## src/rtl/mem_access_stage_pkg.sv

```systemverilog
// rv32_mem_pkg: shared definitions for the RV32I memory-access stage.
//   - funct3 load/store encodings
//   - FSM state enum
//   - byte-enable constants and small lane helpers (byte enables,
//     store-data lane replication, misalignment test)
package rv32_mem_pkg;

  localparam logic [2:0] F3_B  = 3'b000;  // LB / SB
  localparam logic [2:0] F3_H  = 3'b001;  // LH / SH
  localparam logic [2:0] F3_W  = 3'b010;  // LW / SW
  localparam logic [2:0] F3_BU = 3'b100;  // LBU
  localparam logic [2:0] F3_HU = 3'b101;  // LHU

  localparam logic [3:0] BE_BYTE = 4'b0001;
  localparam logic [3:0] BE_HALF = 4'b0011;
  localparam logic [3:0] BE_WORD = 4'b1111;

  typedef enum logic [1:0] {
    S_IDLE  = 2'd0,
    S_REQ   = 2'd1,
    S_WAIT  = 2'd2,
    S_DRAIN = 2'd3
  } mem_state_e;

  // Byte enables for an access of size funct3[1:0] at byte offset off.
  // Halves only look at off[1] and words ignore off, so a misaligned
  // address is silently truncated to its natural boundary.
  function automatic logic [3:0] be_gen(input logic [2:0] f3, input logic [1:0] off);
    logic [3:0] be;
    case (f3[1:0])
      2'b00:   be = BE_BYTE << off;
      2'b01:   be = BE_HALF << {off[1], 1'b0};
      default: be = BE_WORD;
    endcase
    return be;
  endfunction

  // Replicate store data across all lanes so the memory only needs be.
  function automatic logic [31:0] wdata_rep(input logic [2:0] f3, input logic [31:0] d);
    logic [31:0] w;
    case (f3[1:0])
      2'b00:   w = {4{d[7:0]}};
      2'b01:   w = {2{d[15:0]}};
      default: w = d;
    endcase
    return w;
  endfunction

  function automatic logic misaligned(input logic [2:0] f3, input logic [1:0] off);
    logic m;
    case (f3[1:0])
      2'b01:   m = off[0];
      2'b10:   m = |off;
      default: m = 1'b0;
    endcase
    return m;
  endfunction

endpackage

```

## src/rtl/mem_access_stage_if.sv

```systemverilog
// mem_access_stage_if: single-outstanding request/grant/response data bus.
//   master (memory stage): drives dbus_req/we/addr/wdata/be,
//                          receives dbus_gnt/rvalid/rdata
//   slave  (memory side) : the reverse
interface mem_access_stage_if #(parameter int XLEN = 32);
  logic            dbus_req;
  logic            dbus_we;
  logic [XLEN-1:0] dbus_addr;
  logic [XLEN-1:0] dbus_wdata;
  logic [3:0]      dbus_be;
  logic            dbus_gnt;
  logic            dbus_rvalid;
  logic [XLEN-1:0] dbus_rdata;

  modport master (
    output dbus_req, dbus_we, dbus_addr, dbus_wdata, dbus_be,
    input  dbus_gnt, dbus_rvalid, dbus_rdata
  );

  modport slave (
    input  dbus_req, dbus_we, dbus_addr, dbus_wdata, dbus_be,
    output dbus_gnt, dbus_rvalid, dbus_rdata
  );
endinterface

```

## src/rtl/mem_access_stage_load_align.sv

```systemverilog
// load_align: combinational load-data lane select and sign/zero extension.
//   funct3_i : registered load funct3 (size in [1:0], unsigned in [2])
//   off_i    : registered byte offset addr_q[1:0]
//   rdata_i  : raw bus read word
//   data_o   : aligned, extended load result
module load_align
  import rv32_mem_pkg::*;
(
  input  logic [2:0]  funct3_i,
  input  logic [1:0]  off_i,
  input  logic [31:0] rdata_i,
  output logic [31:0] data_o
);
  logic [7:0]  byte_sel;
  logic [15:0] half_sel;

  always_comb begin
    byte_sel = 8'h00;
    half_sel = 16'h0000;
    data_o   = rdata_i;
    case (off_i)
      2'd0: byte_sel = rdata_i[7:0];
      2'd1: byte_sel = rdata_i[15:8];
      2'd2: byte_sel = rdata_i[23:16];
      default: byte_sel = rdata_i[31:24];
    endcase
    half_sel = off_i[1] ? rdata_i[31:16] : rdata_i[15:0];
    case (funct3_i[1:0])
      2'b00:   data_o = {{24{byte_sel[7]  & ~funct3_i[2]}}, byte_sel};
      2'b01:   data_o = {{16{half_sel[15] & ~funct3_i[2]}}, half_sel};
      default: data_o = rdata_i;
    endcase
  end
endmodule

```

## src/rtl/mem_access_stage.sv

```systemverilog
// mem_access_stage: RV32I MEM stage, turns a load/store into one
// request/grant/response transaction on the data bus.
//   clk, rst           : clock, synchronous active-high reset
//   memread_mem/...    : EX/MEM access fields (read, write, funct3, addr, wdata)
//   mem_flush          : kill the access in MEM
//   dbus               : data bus master port
//   dmemrd_mem         : aligned load result, valid only in WAIT with rvalid
//   mem_stall          : freeze IF..EX/MEM (also flushes MEM/WB)
//   misalign_mem       : misaligned access flag
// Optional feature: MEM_MISALIGN_TRAP_EN enables misaligned-access detection;
// otherwise misalign_mem is 0 and low address bits are truncated.
module mem_access_stage
  import rv32_mem_pkg::*;
#(
  parameter int XLEN = 32
) (
  input  logic            clk,
  input  logic            rst,
  input  logic            memread_mem,
  input  logic            memwrite_mem,
  input  logic [2:0]      funct3_mem,
  input  logic [XLEN-1:0] aluresult_mem,
  input  logic [XLEN-1:0] wdata_mem,
  input  logic            mem_flush,
  mem_access_stage_if.master dbus,
  output logic [XLEN-1:0] dmemrd_mem,
  output logic            mem_stall,
  output logic            misalign_mem
);
  mem_state_e      state_q;
  logic            we_q;
  logic [XLEN-1:0] addr_q;
  logic [XLEN-1:0] wdata_q;
  logic [3:0]      be_q;
  logic [2:0]      funct3_q;

  logic            access, mis, issue;
  logic [XLEN-1:0] aligned;

  load_align u_align (
    .funct3_i (funct3_q),
    .off_i    (addr_q[1:0]),
    .rdata_i  (dbus.dbus_rdata),
    .data_o   (aligned)
  );

  always_comb begin
    access = memread_mem | memwrite_mem;
`ifdef MEM_MISALIGN_TRAP_EN
    mis = (state_q == S_IDLE) & access & ~mem_flush &
          misaligned(funct3_mem, aluresult_mem[1:0]);
`else
    mis = 1'b0;
`endif
    issue = (state_q == S_IDLE) & access & ~mem_flush & ~mis;
    misalign_mem = mis;

    // IDLE issues straight from EX/MEM; REQ replays the latched copy so the
    // fields stay stable until granted.
    dbus.dbus_req   = 1'b0;
    dbus.dbus_we    = 1'b0;
    dbus.dbus_addr  = '0;
    dbus.dbus_wdata = '0;
    dbus.dbus_be    = 4'b0000;
    if (issue) begin
      dbus.dbus_req   = 1'b1;
      dbus.dbus_we    = memwrite_mem;  // read+write together counts as a store
      dbus.dbus_addr  = {aluresult_mem[XLEN-1:2], 2'b00};
      dbus.dbus_wdata = wdata_rep(funct3_mem, wdata_mem);
      dbus.dbus_be    = be_gen(funct3_mem, aluresult_mem[1:0]);
    end else if (state_q == S_REQ && !mem_flush) begin
      dbus.dbus_req   = 1'b1;
      dbus.dbus_we    = we_q;
      dbus.dbus_addr  = {addr_q[XLEN-1:2], 2'b00};
      dbus.dbus_wdata = wdata_q;
      dbus.dbus_be    = be_q;
    end

    mem_stall = (issue & ~(dbus.dbus_gnt & memwrite_mem)) |
                (state_q == S_REQ) |
                ((state_q == S_WAIT) & ~dbus.dbus_rvalid) |
                (state_q == S_DRAIN);

    // A flush arriving with the data kills the result as well.
    dmemrd_mem = ((state_q == S_WAIT) & dbus.dbus_rvalid & ~mem_flush) ? aligned : '0;
  end

  always_ff @(posedge clk) begin
    if (rst) begin
      state_q  <= S_IDLE;
      we_q     <= 1'b0;
      addr_q   <= '0;
      wdata_q  <= '0;
      be_q     <= 4'b0000;
      funct3_q <= 3'b000;
    end else begin
      case (state_q)
        S_IDLE: begin
          if (issue) begin
            we_q     <= memwrite_mem;
            addr_q   <= aluresult_mem;
            wdata_q  <= wdata_rep(funct3_mem, wdata_mem);
            be_q     <= be_gen(funct3_mem, aluresult_mem[1:0]);
            funct3_q <= funct3_mem;
            if (!dbus.dbus_gnt)   state_q <= S_REQ;
            else if (!memwrite_mem) state_q <= S_WAIT;
          end
        end
        S_REQ: begin
          if (mem_flush)           state_q <= S_IDLE;
          else if (dbus.dbus_gnt)  state_q <= we_q ? S_IDLE : S_WAIT;
        end
        S_WAIT: begin
          // The read is already in flight; a flush must still swallow it.
          if (dbus.dbus_rvalid)    state_q <= S_IDLE;
          else if (mem_flush)      state_q <= S_DRAIN;
        end
        S_DRAIN: begin
          if (dbus.dbus_rvalid)    state_q <= S_IDLE;
        end
        default: state_q <= S_IDLE;
      endcase
    end
  end
endmodule

```

## src/flat_wrapper.sv

```systemverilog
// flat-port wrapper written by rule: the top's interface ports become plain ports
module mem_access_stage_flat import rv32_mem_pkg::*;
#(
  parameter int XLEN = 32
)
  (clk, rst, memread_mem, memwrite_mem, funct3_mem, aluresult_mem, wdata_mem, mem_flush, dmemrd_mem, mem_stall, misalign_mem, dbus_dbus_req, dbus_dbus_we, dbus_dbus_addr, dbus_dbus_wdata, dbus_dbus_be, dbus_dbus_gnt, dbus_dbus_rvalid, dbus_dbus_rdata);
  mem_access_stage_if #(.XLEN(XLEN)) dbus_i ();
  input  logic clk;
  input  logic rst;
  input  logic memread_mem;
  input  logic memwrite_mem;
  input  logic [2:0] funct3_mem;
  input  logic [XLEN-1:0] aluresult_mem;
  input  logic [XLEN-1:0] wdata_mem;
  input  logic mem_flush;
  output logic [XLEN-1:0] dmemrd_mem;
  output logic mem_stall;
  output logic misalign_mem;
  output wire logic [$bits(dbus_i.dbus_req)-1:0] dbus_dbus_req;
  output wire logic [$bits(dbus_i.dbus_we)-1:0] dbus_dbus_we;
  output wire logic [$bits(dbus_i.dbus_addr)-1:0] dbus_dbus_addr;
  output wire logic [$bits(dbus_i.dbus_wdata)-1:0] dbus_dbus_wdata;
  output wire logic [$bits(dbus_i.dbus_be)-1:0] dbus_dbus_be;
  input wire logic [$bits(dbus_i.dbus_gnt)-1:0] dbus_dbus_gnt;
  input wire logic [$bits(dbus_i.dbus_rvalid)-1:0] dbus_dbus_rvalid;
  input wire logic [$bits(dbus_i.dbus_rdata)-1:0] dbus_dbus_rdata;
  assign dbus_dbus_req = dbus_i.dbus_req;
  assign dbus_dbus_we = dbus_i.dbus_we;
  assign dbus_dbus_addr = dbus_i.dbus_addr;
  assign dbus_dbus_wdata = dbus_i.dbus_wdata;
  assign dbus_dbus_be = dbus_i.dbus_be;
  assign dbus_i.dbus_gnt = dbus_dbus_gnt;
  assign dbus_i.dbus_rvalid = dbus_dbus_rvalid;
  assign dbus_i.dbus_rdata = dbus_dbus_rdata;
  mem_access_stage #(.XLEN(XLEN)) u_core (.clk(clk), .rst(rst), .memread_mem(memread_mem), .memwrite_mem(memwrite_mem), .funct3_mem(funct3_mem), .aluresult_mem(aluresult_mem), .wdata_mem(wdata_mem), .mem_flush(mem_flush), .dbus(dbus_i), .dmemrd_mem(dmemrd_mem), .mem_stall(mem_stall), .misalign_mem(misalign_mem));
endmodule
```

## config.mk

```make
export PLATFORM = sky130hd
export DESIGN_NAME = mem_access_stage_flat
export DESIGN_NICKNAME = d
export VERILOG_FILES = /design/src/rtl/mem_access_stage_pkg.sv /design/src/rtl/mem_access_stage_if.sv /design/src/rtl/mem_access_stage_load_align.sv /design/src/rtl/mem_access_stage.sv /design/src/flat_wrapper.sv
export SDC_FILE = /design/constraint.sdc
export NUM_CORES = 1
export LEC_CHECK = 0
export CORE_MARGIN = 2
export CORE_UTILIZATION = 33
export CTS_BUF_LIST = sky130_fd_sc_hd__clkbuf_16
export CTS_CLUSTER_SIZE = 30
export DETAILED_ROUTE_END_ITERATION = 10
export PLACE_DENSITY_LB_ADDON = 0.05
export SYNTH_ARGS = -nofsm -noshare
export SYNTH_HDL_FRONTEND = slang
export SYNTH_SLANG_ARGS = --single-unit
```

## constraint.sdc

```tcl
create_clock -name clk -period 2.8 [get_ports clk]
set_clock_uncertainty 0.15 [all_clocks]
set_input_delay 0.56 -clock clk [delete_from_list [all_inputs] [get_ports clk]]
set_output_delay 0.56 -clock clk [all_outputs]
set_load 0.01 [all_outputs]
```

### Routed metal per tile, run 1

24 x 24 tiles, from dark purple (low) to yellow (high), scaled to the fullest tile. Values are wire area over tile area, all layers added.
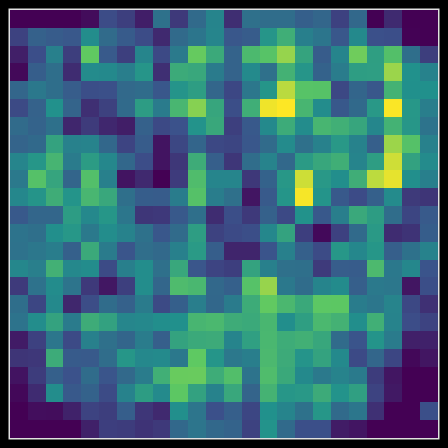
The mean over all tiles is 0.19. 27% of the tiles are over half the peak. The fullest tile reaches 0.49.

### Local utilization, run 1

Bar = 20 um. 12 x 12 tiles, from dark purple (low) to yellow (high), 0 to 100% covered.
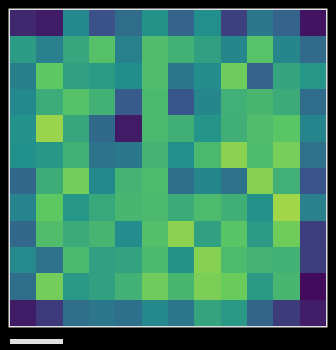
The fullest tile reaches 86%. 9.7% of the tiles are over 75% full. The mean over all tiles is 53%.
Initial Util: 33.76%
final core area utilization: 59.13%
Core ar.: 13190 um2

### Routed metal, one color a layer, run 1

Two of the layers only.
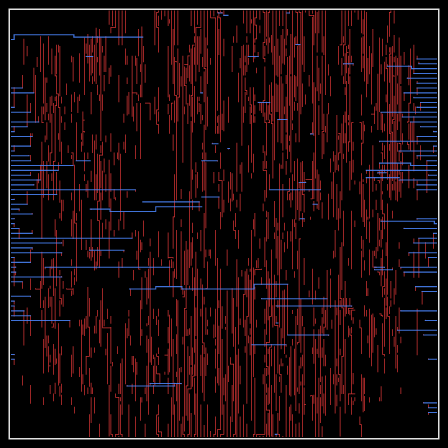
Key: blue = metal 3 [wire length 964 um]; red = metal 2 [wire length 8220 um]

### Sequential cells colored by netlist name, run 1

Bar = 20 um. Other sequential cells in the stronger gray, the rest of the logic in the fainter gray.
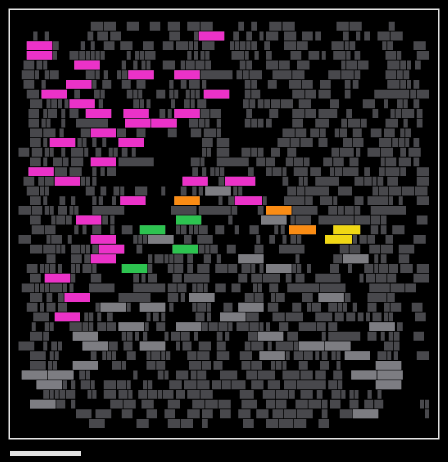
Key: magenta = u_core.addr_q [sequential cells 32]; orange = u_core.funct3_q [sequential cells 3]; yellow = u_core.state_q [sequential cells 2]; green = u_core.be_q [sequential cells 4]

==> results.cfg, run 1 <==
; generated from flow reports
[pwr]
comb_cell_power_w = 0.000956
power-top-group = registers
p_leak_nw = 3.717
finalPower_w = 0.003141
p_comb_share_pct = 30.4
pwr-share-clk_pct = 32.2
swShare_pct = 29.46
p_int_w = 0.002216
clk-power_w = 0.00101
seqPwrFrac_pct = 37.4
switchingPower_w = 0.0009254

[synth]
logic_family = simple AND/OR/NAND/NOR gates
yosysChipArea_um2 = 4453
ys_seq_share_pct = 33.27
top_cell_area_share_pct = 33.27
top_cells_by_area = dfxtp_1 (33%), nand2_1 (19%), a21oi_1 (7.4%)
synth-adder-area-share_pct = 0
yosysCellCount = 653
most_common_cell = nand2_1
xor_share_pct = 0
syn_avg_cell_area_um2 = 6.819
syn_area_um2 = 4453
yosys.area.top_type = dfxtp_1
synth.distinct_cells = 44
ys_sh_aoi_pct = 23.86
mux_area_share_pct = 7.924
synthCells = 653
edf_count = 0
synth.cells.most_frequent = nand2_1 (225), dfxtp_1 (74), a21oi_1 (66)
yosysWarnings = 0
async_flop_share_pct = 0

[cells_and_area]
logic_area_um2 = 2861
buffers_excl_clock = 330
buffer_area_share_pct = 37.93
area_growth_pct = 75.13
lay_top_count = nand2_1
drive_gt1_share_pct = 21.40
nFlopsAndLatches = 74
logic_gates = 522
lay_top_cells = nand2_1 (225), buf_4 (109), clkdlybuf4s50_1 (97)
clkbuf_count = 9
sh_seq_area_pct = 19.11
sh_comb_area_pct = 36.69
fill_cells = 1298
final-clk-cell-share_pct = 3.225
largestRegisters = u_core.addr_q: 32 flops, u_core.wdata_q: 32 flops, u_core.be_q: 4 flops
antenna_cells = 0
num-nonclk-inverters = 4
largestClassByArea = non-clock buffers
final_cells = 1120

[cts]
clock-sinks = 74
clock_path_buffers = 2
insertion_delay_ns = 0.33
htreeDepth = 3
cts_setup_buffers = 9
numCtsBuffers = 9
hold_buffers = 0
cts-root-buf = clkbuf_16

[placement]
hpwl_um = 12500
gp_congestion = 0.8588
placedCellCount = 1094
pre_cts_ws_ns = -0.5818
dpl_cell_area_um2 = 7435
numPortBuffers = 206

[final_timing]
max_freq_ghz = 0.3632
hold_ws_ns = 0.3037
relSlewSlack_pct = 63.01
min_period_ns = 2.753
timing.final.crit_share_pct = 98.32
setup_viol = 0
hold_viol = 0
timing.final.ws_setup_ns = 0.04693
worstMarginPinSlew_ns = 0.5549
fin_tns_setup_ns = 0
slew_viol_final = 0
rsz0062_at_grt = false

[route]
wl_met3_um = 964
wl_um = 16980
drt_iter0_markers = 254
top_layer = met4
wl_met1_um = 7470
route.met2.wl_um = 8223
wl_per_cell_um = 15.16
first_pass_iters = 5
ant_nets = 0
num_vias = 5546
viasPerCell = 4.952

[setup_path]
critPathMaxStageDelay_ns = 0.31
cpMaxStageDelayCell = mux2_4
cp.buffers_inverters = 6
path_delay_family = buffers and inverters
worstPathRequired_ns = 2.09
crit_arrival_ns = 2.04
path_cells = clkdlybuf4s15_1 > mux2_4 > buf_6 > buf_4 > a211oi_4 > buf_6 > buf_16 > nor2_1 > buf_2
critPathKind = input pin to primary output
cp-end-kind = primary output
startpoint_type = input pin
cp_common_cell = buf_6
crit_fanout = 8

[grt]
grt_pass1_vias = 5438
grt_pass1_wl_um = 26880
antenna_found_initial = 0
track_usage_pct = 23.10
grt_overflow_total = 0

[floorplanning]
rows = 42
pin_count = 210
nWellTaps = 176
die_x_um = 120.2
die_area_um2 = 14440

[min_path]
hold_path.class = flip-flop to flip-flop

[job]
max-cap-violations = 0
tool_warnings = 26

[status]
status = finished clean
==> run 1: final timing paths <==
| check | from | endpoint | slack (ns) | depth (start not counted) |
|---|---|---|---|---|
| worst min-delay path | u_core.wdata_q[24] | u_core.wdata_q[24] | 0.30 | 2 |
| worst max register to register | u_core.state_q[0] | u_core.wdata_q[9] | 1.01 | 7 |
| worst max-delay path | dbus_dbus_rdata[15] | dmemrd_mem[26] | 0.05 | 9 |
| worst min register to register | u_core.wdata_q[24] | u_core.wdata_q[24] | 0.30 | 2 |
==> run 1: routing by layer <==
layer  vias to the layer above  global-route usage [%]
met5                         -                       0
met4                         0                   7.647
met3                        22                   4.753
met2                       154                   39.28
met1                      2568                   29.11
li1                       2802                       -
### The clock network, run 1

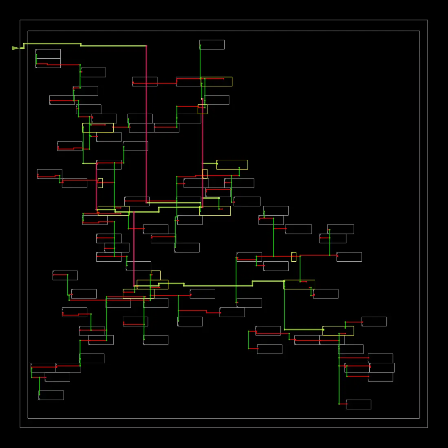

## Run 2: what changed since run 1
--- a/config.mk
+++ b/config.mk
@@ -10,7 +10,8 @@
 export CTS_BUF_LIST = sky130_fd_sc_hd__clkbuf_16
 export CTS_CLUSTER_SIZE = 30
 export DETAILED_ROUTE_END_ITERATION = 10
-export PLACE_DENSITY_LB_ADDON = 0.05
+export PLACE_DENSITY = 0.61
 export SYNTH_ARGS = -nofsm -noshare
 export SYNTH_HDL_FRONTEND = slang
+export SYNTH_HIERARCHICAL = 1
 export SYNTH_SLANG_ARGS = --single-unit
### The clock network, run 2

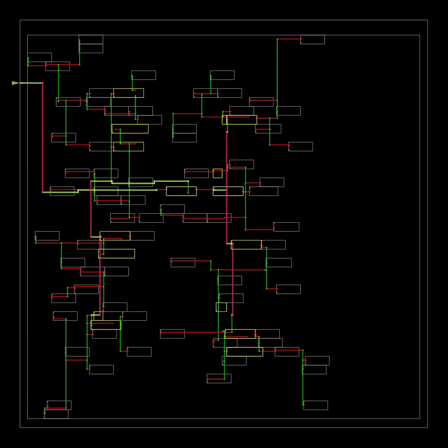
clk ins delay skew pair: 0.33 ns
clock buffers: 9
FFs & Latches: 74

==> run 2 against run 1 <==
Net effect: synthesized area increased by 7.2%; final area increased by 8.5%; die area up 7.0%; global-route usage fell by 0.12 points; critical path depth up 1; count of clock-buffer cells in the layout unchanged; combinational power grew about 20%; clock power is 32% higher; synthesized cell count is 1.7% higher; routed wire length grew 7.1%; sequential share of layout area is 1.5 points lower; total power up 16%.
==> results.cfg, run 2 <==
; generated from flow reports
[cells_and_area]
lay_top_cells = nand2_1 (237), buf_4 (139), clkdlybuf4s50_1 (96)
post-route-util_pct = 60.49
largestRegisters = u_core/addr_q: 32 flops, u_core/wdata_q: 32 flops, u_core/be_q: 4 flops
drive_gt1_share_pct = 26.99
area_growth_pct = 77.23
final_cells = 1173

[route]
num_vias = 5791
first_pass_iters = 5
wl_per_cell_um = 15.50
route.met2.wl_um = 9132
wl_met3_um = 1152
wl_um = 18190
drt_iter0_markers = 342
viasPerCell = 4.937
top_layer = met4

[placement]
pre_cts_ws_ns = -0.4755
numPortBuffers = 206
dpl_cell_area_um2 = 7900
hpwl_um = 13050
gp_congestion = 0.8084

[final_timing]
timing.final.ws_setup_ns = 0.009557
relSlewSlack_pct = 66.63
setup_viol = 0
max_freq_ghz = 0.3584
fin_tns_setup_ns = 0
rsz0062_at_grt = true
hold_ws_ns = 0.3004
timing.final.crit_share_pct = 99.66
min_period_ns = 2.790

[grt]
track_usage_pct = 22.99
grt_overflow_total = 0
busiest_layer = met2
use_met2_pct = 40.05
gr-usage-met3_pct = 4.682
grt_pass1_wl_um = 29390
grt_pass1_vias = 5773
antenna_found_initial = 0

[setup_path]
crit_arrival_ns = 2.08
r2r_start = u_core/state_q[1]
cp-end-kind = primary output
rr_worst_depth = 7
cp.buffers_inverters = 6
crit_fanout = 5
r2r_slack_ns = 0.91
worstPathRequired_ns = 2.09
cpMaxStageDelayCell = mux2_4
crit_cells = 10
startpoint_type = input pin
path_delay_family = buffers and inverters
reg2reg_to = u_core/wdata_q[16]
critPathKind = input pin to primary output

[min_path]
hold_path.class = flip-flop to flip-flop
hold_depth = 2

[pwr]
seqPwrFrac_pct = 32.3
swShare_pct = 27.74
switchingPower_w = 0.001006
finalPower_w = 0.003629
p_comb_share_pct = 31.1
p_leak_nw = 3.912
clk-power_w = 0.00133
comb_cell_power_w = 0.00113
p_int_w = 0.002622

[synth]
synth-adder-area-share_pct = 0
yosys.area.top_type = dfxtp_1
syn_avg_cell_area_um2 = 7.191
top_cells_by_area = dfxtp_1 (31%), nand2_1 (19%), mux2i_1 (6.7%)
yosysWarnings = 6
xor_share_pct = 0
yosysChipArea_um2 = 4775
synth.distinct_cells = 39
mux_area_share_pct = 7.180
synthCells = 664
yosysCellCount = 664
top_cell_area_share_pct = 31.03

[job]
max-cap-violations = 0
tool_warnings = 28

[floorplanning]
pin_count = 210
fp_util_pct = 34.13
rows = 43

[cts]
cts-root-buf = clkbuf_16
clock_path_buffers = 2

[status]
status = finished clean
-- run 2: cell types whose count changed after synthesis, moves of 10 or more --
cell / change
and2_1: +31
nor2_1: -28
o21ai_0: -23
a211oi_1: -18
a211oi_2: +18
nor2b_1: +16
nand2_1: +12
buf_4: +10
o211ai_2: +10
-- run 2: cell type report --
type | count | area (um2) | share of cell area, %
clock inverters | 7 | 117.6 | 1.390
flip-flops and latches | 74 | 1489 | 17.60
well taps | 180 | 225.2 | 2.662
repair buffers | 371 | 3353 | 39.63
multi-input cells | 529 | 3040 | 35.93
inverters | 3 | 11.26 | 0.1331
clock buffers | 9 | 225.2 | 2.662
-- run 2: repair_timing --
item                       CTS  global route
gates resized              202            48
cloned                       5             1
pin swaps                    4             6
hold buffers                 0             0
setup buffers               15            13
setup endpoints to repair  101            43
### Sequential cells colored by netlist name, run 2

Bar = 20 um. Other sequential cells in the stronger gray, the rest of the logic in the fainter gray.
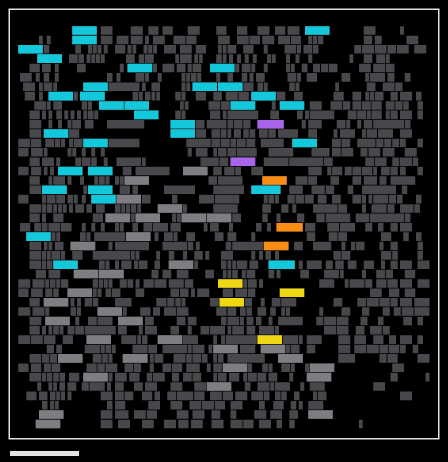

## Run 3: what changed since run 2
--- a/config.mk
+++ b/config.mk
@@ -11,6 +11,7 @@
 export CTS_CLUSTER_SIZE = 30
 export DETAILED_ROUTE_END_ITERATION = 10
 export PLACE_DENSITY = 0.61
+export SETUP_SLACK_MARGIN = 0.1
 export SYNTH_ARGS = -nofsm -noshare
 export SYNTH_HDL_FRONTEND = slang
 export SYNTH_HIERARCHICAL = 1
### Sequential cells colored by netlist name, run 3

Bar = 20 um. Other sequential cells in the stronger gray, the rest of the logic in the fainter gray.
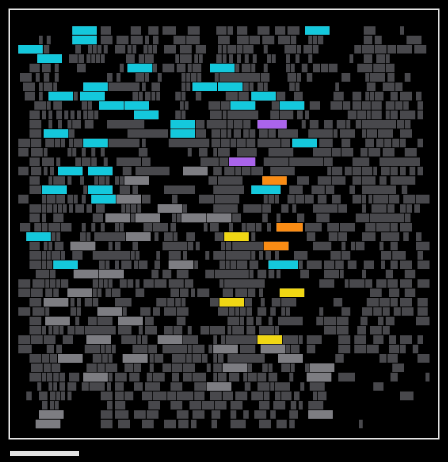
Key: yellow = u_core/be_q [sequential cells 4]; purple = u_core/state_q [sequential cells 2]; orange = u_core/funct3_q [sequential cells 3]; cyan = u_core/addr_q [sequential cells 32]
Another 33 sequential cells are not colored.

==> run 3 against run 2 <==
Net effect: the flow now finishes with violations (negative setup slack); flip-flop count is the same; critical path depth shrank 1; synthesized cell count is the same; routed wire length grew 4.0%; core utilization grew 1.6 points; first-iteration DRC count grew 18%; final cell count grew 0.26%; total power grew 0.87%; via count grew 1.1%; count of clock-buffer cells in the layout is the same; final area grew 2.7%; register-to-register slack gained 0.11 ns; largest cell class unchanged.
==> results.cfg, run 3 <==
; generated from flow reports
[pwr]
swShare_pct = 27.83
switchingPower_w = 0.001019
seqPwrFrac_pct = 32.0
finalPower_w = 0.003660
comb_cell_power_w = 0.00116
clk-power_w = 0.00133
p_int_w = 0.002642
cellPowerDensity_nw_per_um2 = 421.2
power-top-group = clock
p_comb_share_pct = 31.7
ir_worst_vdd_uv = 336.2
p_leak_nw = 4.007

[synth]
syn_avg_cell_area_um2 = 7.191
ff_type = dfxtp_1
yosysChipArea_um2 = 4775
syn_area_um2 = 4775
synth.cells.most_frequent = nand2_1 (237), dfxtp_1 (74), a21oi_1 (57)
yosysWarnings = 6
synth.distinct_cells = 39
synthCells = 664
top_cells_by_area = dfxtp_1 (31%), nand2_1 (19%), mux2i_1 (6.7%)
edf_count = 0
yosysCellCount = 664
top_cell_area_share_pct = 31.03
most_common_cell = nand2_1
yosys.area.top_type = dfxtp_1
ys_seq_share_pct = 31.03

[cells_and_area]
drive_gt1_share_pct = 29.62
final_cells = 1176
lay_top_cells = nand2_1 (236), buf_4 (130), clkdlybuf4s50_1 (88)
post-route-util_pct = 62.13
antenna_cells = 0
lay_top_count = nand2_1
area_growth_pct = 82.02
largestRegisters = u_core/addr_q: 32 flops, u_core/wdata_q: 32 flops, u_core/be_q: 4 flops
final_area_um2 = 8691
fill_cells = 1272

[final_timing]
min_period_ns = 2.821
timing.final.crit_share_pct = 100.8
slew_viol_final = 0
setup_viol = 2
max_freq_ghz = 0.3544
relSlewSlack_pct = 66.19
worstMarginPinSlew_ns = 0.5071
timing.final.ws_setup_ns = -0.02149
hold_ws_ns = 0.3014
rsz0062_at_grt = true
fin_tns_setup_ns = -0.02620

[route]
route.met2.wl_um = 9710
wl_met1_um = 7615
num_vias = 5853
drc = 0
wl_met3_um = 1169
drt_iter0_markers = 402
wl_um = 18910
top_layer = met4
wl_per_cell_um = 16.08
first_pass_iters = 5
viasPerCell = 4.977

[floorplanning]
die_area_um2 = 15450
core_area_um2 = 13990
pin_count = 210
chipHeight_um = 124.3
fp_util_pct = 34.13
die_x_um = 124.3
rows = 43

[cts]
insertion_delay_ns = 0.33
cts-root-buf = clkbuf_16
hold_buffers = 0
clock_path_buffers = 2
cts_setup_buffers = 25
cts_resized = 283
numCtsBuffers = 9
cts_tree = done
clkSlewWorstSetupHoldPaths_ns = 0.06
clock-sinks = 74

[setup_path]
worstPathRequired_ns = 2.09
path_cells = mux2_4 > a32oi_4 > buf_6 > buf_6 > buf_16 > buf_12 > o211ai_2 > and2_1 > buf_2
cp_common_cell = buf_6
r2r_slack_ns = 1.02
startpoint_type = flip-flop
crit_arrival_ns = 2.11
cp.buffers_inverters = 5
crit_fanout = 5
critPathKind = flip-flop to primary output
reg2reg_to = u_core/wdata_q[16]
critPathCapture = dmemrd_mem[28]
r2r_start = u_core/state_q[1]
crit_cells = 9
rr_worst_depth = 7
path_delay_family = buffers and inverters
worstSetupStartpoint = u_core/addr_q[0]
cpMaxStageDelayCell = dfxtp_4
cp-end-kind = primary output

[job]
max-cap-violations = 0
tool_warnings = 28

[grt]
busiest_layer = met2
grt_max_degree = 60
use_met2_pct = 43.01
grt_pass1_vias = 5883
gr-usage-met3_pct = 4.983
antenna_found_initial = 0
grt_overflow_total = 0
track_usage_pct = 24.05
grt_pass1_wl_um = 30470

[placement]
numPortBuffers = 206
placedCellCount = 1125
dpl_cell_area_um2 = 7900
gp_congestion = 0.8084
hpwl_um = 13050
pre_cts_ws_ns = -0.4755

[min_path]
hold_path.class = flip-flop to flip-flop
worst_hold_path.endpoint = u_core/funct3_q[2]
min-delay-start = u_core/funct3_q[2]
hold_depth = 2

[status]
status = finished, violations left
violations = negative setup slack
-- run 3: cell counts after synthesis --
Identical to the previous run, type by type.
-- run 3: cell families (layout without fill, tap and decap cells) --
kind of cell,after synthesis,count (layout),share of synthesized area [%]
other,1,3,0.07854
and+or+nand+nor,341,341,31.21
muxes,34,34,7.180
AOI/OAI and AO/OA,151,151,23.43
buffers and inverters,63,393,7.075
DFF,74,74,31.03
-- run 3: cell type report --
cell class                      instances  area, um2  area share [%]
Clock buffer                            9      225.2           2.591
Inverter                                3      12.51          0.1440
Multi-Input combinational cell        529       3070           35.33
Tap cell                              180      225.2           2.591
Clock inverter                          7      117.6           1.353
Sequential cell                        74       1495           17.20
Timing Repair Buffer                  374       3545           40.79
No activity file was given, so power comes from the tool's default toggle rates.
